==> config.mk <==
export PLATFORM = sky130hd
export DESIGN_NAME = power_on_seq
export DESIGN_NICKNAME = d
export VERILOG_FILES = /design/src/rtl/power_on_seq.sv
export SDC_FILE = /design/constraint.sdc
export NUM_CORES = 1
export LEC_CHECK = 0
export ABC_AREA = 1
export CAP_MARGIN = 5
export CORE_MARGIN = 2
export CORE_UTILIZATION = 55
export CTS_BUF_LIST = sky130_fd_sc_hd__clkbuf_2 sky130_fd_sc_hd__clkbuf_4 sky130_fd_sc_hd__clkbuf_8
export DETAILED_ROUTE_END_ITERATION = 8
export GPL_TIMING_DRIVEN = 0
export PLACE_DENSITY = 0.78
export SLEW_MARGIN = 20
export SYNTH_ARGS = -nofsm -noshare
export SYNTH_HDL_FRONTEND = slang
export SYNTH_SLANG_ARGS = --single-unit
==> constraint.sdc <==
create_clock -name clk -period 4 [get_ports clk]
set_input_delay 0.8 -clock clk [delete_from_list [all_inputs] [get_ports clk]]
set_output_delay 0.8 -clock clk [all_outputs]
set_load 0.01 [all_outputs]
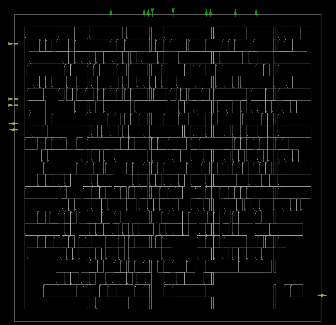
run_1/final_placement.png
Flop Count: 34
placeable core area: 0.00397 mm2
total number of tap cells: 50
total number of placement rows: 23

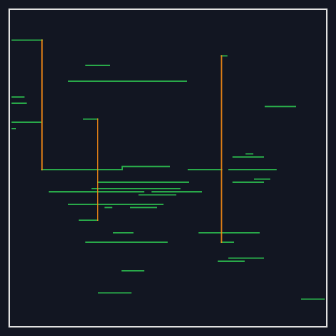
run_1/metal_stack.png
Two of the layers only.
Green stands for met3, wire length 297 um. Orange stands for met4, wire length 89.8 um.
vias after detailed routing: 2319
GRT Resource Usage Total: 0.262
aggregate routed wire length: 5.66 mm
wire length per cell after detailed routing: 12.9 um

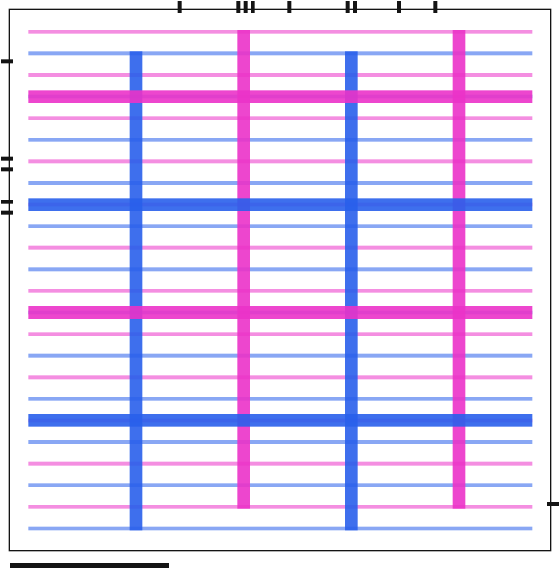
run_1/pdn.png
Bar = 20 um. Pins as bars on the die edge.
Magenta stands for VDD. Blue stands for VSS.
15 signal pins sit on the boundary. The core has 23 rows. 4 straps on met4. 4 straps on met5. 24 met1 rails follow the rows.
overall die width: 68.0 um
Die Ht: 68.0 um
maximum VDD drop: 0.000302 V

==> results.rst, run 1 <==
Physical design figures
=======================

.. list-table::
   :header-rows: 1

   * - Metric
     - Value
   * - Largest stage delay, worst path
     - 0.59 ns
   * - DRC violation count after routing
     - 0
   * - PostCTS Resize Cnt
     - 0
   * - Tcrit/Tclk final
     - 0.536
   * - Router iterations before antenna repair
     - 4
   * - Yosys synthesis chip area
     - 0.00225 mm2
   * - Root buf cell
     - sky130_fd_sc_hd__clkbuf_8
   * - Effective utilization at floorplan
     - 0.568
   * - R2R Setup Slk
     - 2.05 ns
   * - Post-DP HPWL
     - 4.18 mm
   * - Global-route wire length before repair
     - 8.94 mm
   * - Compound-gate portion of the synthesized area
     - 0.103
   * - Library cell contributing the largest single delay on the critical path
     - sky130_fd_sc_hd__clkdlybuf4s50_1
   * - RSZ-0062 raised after global routing
     - no
   * - Worst-Skew Late Latency
     - 0.30 ns
   * - Pin count of the biggest net entering global routing
     - 11
   * - CTS clk-pin slew, worst paths
     - 0.07 ns
   * - Net switching power of the design
     - 486 uW
   * - Part of the power in registers
     - 0.322
   * - Most common library cell in the layout ignoring fill and taps
     - sky130_fd_sc_hd__nand2_1
   * - Net count, final
     - 395
   * - Most frequent cell after synthesis
     - sky130_fd_sc_hd__nand2_1
   * - WHS Path Cells
     - 2
   * - Result of the run
     - finished clean
   * - Chip area
     - 0.00463 mm2
==> run 1: cell families (layout without fill, tap and decap cells) <==
| family | after synthesis | in the layout |
|---|---|---|
| XOR/XNOR | 13 | 13 |
| adder cells (fa/ha/maj) | 1 | 1 |
| buffers and inverters | 54 | 75 |
| other | 1 | 1 |
| AND/OR/NAND/NOR | 226 | 226 |
| AND-OR/OR-AND | 40 | 40 |
| flip-flops | 34 | 34 |
==> run 1: per-layer routing <==
layer / share of wire / global-route usage / wire (um)
met5: 0 / 0 / 0
met4: 0.016 / 0.0975 / 89
met3: 0.052 / 0.0395 / 296
met2: 0.45 / 0.398 / 2560
met1: 0.48 / 0.371 / 2720
==> run 1: through the flow <==
stage	hold slack, ns	cells	area, um2	utilization	power [mW]
after global routing	0.421	440	2540	0.640	1.20
after global placement	0.393	432	2450	0.616	0.865
after floorplan	0.388	369	2250	-	0.739
final	0.410	440	2540	0.640	1.15
after CTS	0.413	440	2540	0.640	1.15
after detailed placement	0.401	432	2450	0.616	0.874
==> run 1: layout make-up <==
type / count / area [um2] / share of cell area
tap: 50 / 62.6 / 0.0246
timing repair buffer: 13 / 130 / 0.0512
inverter: 39 / 146 / 0.0576
clock buffer: 7 / 90.1 / 0.0354
clock inverter: 1 / 5.00 / 0.00197
multi-input combinational: 281 / 1330 / 0.523
sequential: 34 / 681 / 0.268
buffer: 15 / 97.6 / 0.0384
==> run 1: power groups by stage <==
stage	sequential [mW]	clock (mW)	combinational (mW)
global placement	0.378	0	0.487
CTS	0.371	0.283	0.497
finish	0.371	0.281	0.502
global route	0.374	0.292	0.538
detailed placement	0.379	0	0.495
floorplan	0.381	0	0.358
==> run 2: changes to the inputs <==
PLACE_DENSITY = 0.81   (was 0.78)
clock period = 1.8 ns   (was 4 ns; I/O delays follow)
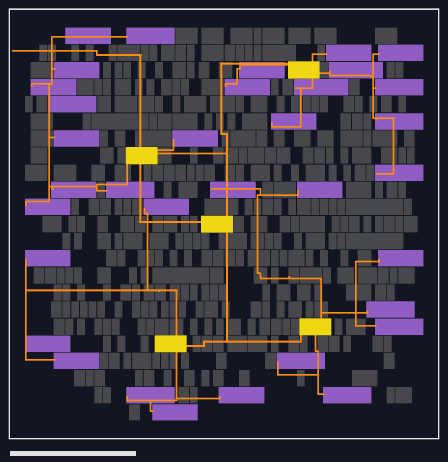
run_2/clock_map.png
Bar = 20 um.
Purple stands for flip-flops, count 34. Yellow stands for cells driving clock nets, count 5. Orange stands for clock wires, length 503 um.
Position of the flops: widely spread. There are 6 routed clock nets.
Clock Power Share: 0.190
Worst-Skew Late Latency: 0.29 ns
Clock group: 551 uW
Clock Skew: 0.00460 ns

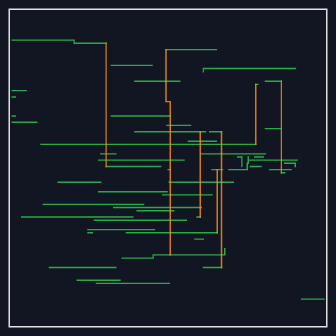
run_2/metal_stack.png
Two of the layers only.
wire length per cell after detailed routing: 14.2 um
vias after detailed routing: 2436

==> results.rst, run 2 <==
Physical design figures
=======================

.. list-table::
   :header-rows: 1

   * - Metric
     - Value
   * - Pin count of the biggest net entering global routing
     - 11 (unchanged)
   * - WHS Path Cells
     - 2 (unchanged)
   * - Final worst path period need
     - 1.81 ns
   * - Least setup slack across all paths after layout
     - -0.0131 ns
   * - Overall die width
     - 68.0 um (unchanged)
   * - Yosys synthesis chip area
     - 0.00225 mm2 (unchanged)
   * - CP max FO
     - 7
   * - Largest stage delay, worst path
     - 0.37 ns (-0.22 ns)
   * - Global-route wire length before repair
     - 9.37 mm (+4.9%)
   * - Total chip power
     - 2.90 mW (+150%)
   * - Die Ht
     - 68.0 um (unchanged)
   * - Pwr Density
     - 1040 mW/mm2
   * - Aggregate routed wire length
     - 6.39 mm (+13%)
   * - Placeable core area
     - 0.00397 mm2 (unchanged)
   * - Tcrit/Tclk final
     - 1.01
   * - Worst hold slack after final layout
     - 0.416 ns (+0.00684 ns)
   * - Final count of negative-setup-slack endpoints
     - 1
   * - #FFs+latches synth
     - 34
   * - Most common library cell in the layout ignoring fill and taps
     - sky130_fd_sc_hd__nand2_1
   * - Chip area
     - 0.00463 mm2 (unchanged)
   * - Root buf cell
     - sky130_fd_sc_hd__clkbuf_8
   * - GRT Resource Usage Total
     - 0.273 (+0.0115)
   * - Number of stages on the worst setup path
     - 13
   * - R2R Setup Slk
     - -0.01 ns (-2.06 ns)
   * - CTS clk-pin slew, worst paths
     - 0.07 ns (about the same)
   * - Number of diodes added for antenna fixing
     - 0
   * - Library cell contributing the largest single delay on the critical path
     - sky130_fd_sc_hd__dfxtp_4
   * - Total number of placement rows
     - 23 (unchanged)
   * - Router iterations before antenna repair
     - 8 (+4)
   * - Dominant delay contributor by cell family on the critical path
     - simple AND/OR/NAND/NOR gates
   * - DRC violation count after routing
     - 0 (unchanged)
   * - RSZ-0062 raised after global routing
     - yes
   * - Most frequent cell after synthesis
     - sky130_fd_sc_hd__nand2_1
   * - Failing checks
     - setup timing
   * - Maximum VDD drop
     - 0.000814 V (+170%)
   * - Async set-reset flop share out of synthesis
     - 0
   * - Post-DP HPWL
     - 4.23 mm (+1.0%)
   * - Cell accounting for the most synthesized area
     - sky130_fd_sc_hd__dfxtp_1
   * - Result of the run
     - finished with violations
[run 2: cell families (layout without fill, tap and decap cells)]
family | after synthesis | count (layout) | share of synthesized area
buffers and inverters | 54 | 85 | 0.108
xor gates and xnor gates | 13 | 13 | 0.0505
DFF | 34 | 34 | 0.302
other | 1 | 1 | 0.00166
adders and majority gates | 1 | 1 | 0.00555
AOI/OAI and AO/OA | 40 | 40 | 0.103
and+or+nand+nor | 226 | 226 | 0.430
[run 2: routing by layer]
| metal | up-vias | GRT usage | wire [um] |
|---|---|---|---|
| li1 | 1229 | - | - |
| met1 | 1095 | 0.357 | 2800 |
| met2 | 96 | 0.436 | 2920 |
| met3 | 16 | 0.0625 | 506 |
| met4 | 0 | 0.103 | 165 |
| met5 | - | 0 | 0 |
[run 2: final cells by class]
| type | instances | area (um2) |
|---|---|---|
| Timing Repair Buffer | 24 | 248 |
| Clock buffer | 5 | 68.8 |
| Buffer | 15 | 111 |
| Inverter | 39 | 149 |
| Fill cell | 335 | 1180 |
| Sequential cell | 34 | 702 |
| Clock inverter | 2 | 10.0 |
| Tap cell | 50 | 62.6 |
| Multi-Input combinational cell | 281 | 1440 |
[run 2: repair_timing]
action,CTS,global route
setup endpoints to repair,30,31
buffers inserted,2,7
pin swaps,4,5
resized,9,44
hold buffers,0,0
gates cloned,0,2
[run 2: stage by stage]
step                std cells  utilization  TNS (ns)  cell area, um2
floorplan                 369            -         0            2250
global placement          432        0.616     -1.76            2450
detailed placement        432        0.616     -3.83            2450
CTS                       441        0.647         0            2570
global route              450        0.704     -1.52            2790
finish                    450        0.704   -0.0131            2790
[run 2: where the power goes]
part           switching (mW)  internal, mW  total, mW
sequential             0.0478         0.795      0.843
clock                   0.292         0.260      0.551
combinational           0.857         0.646       1.50
total                    1.20          1.70       2.90
No activity file was given, so power comes from the tool's default toggle rates.
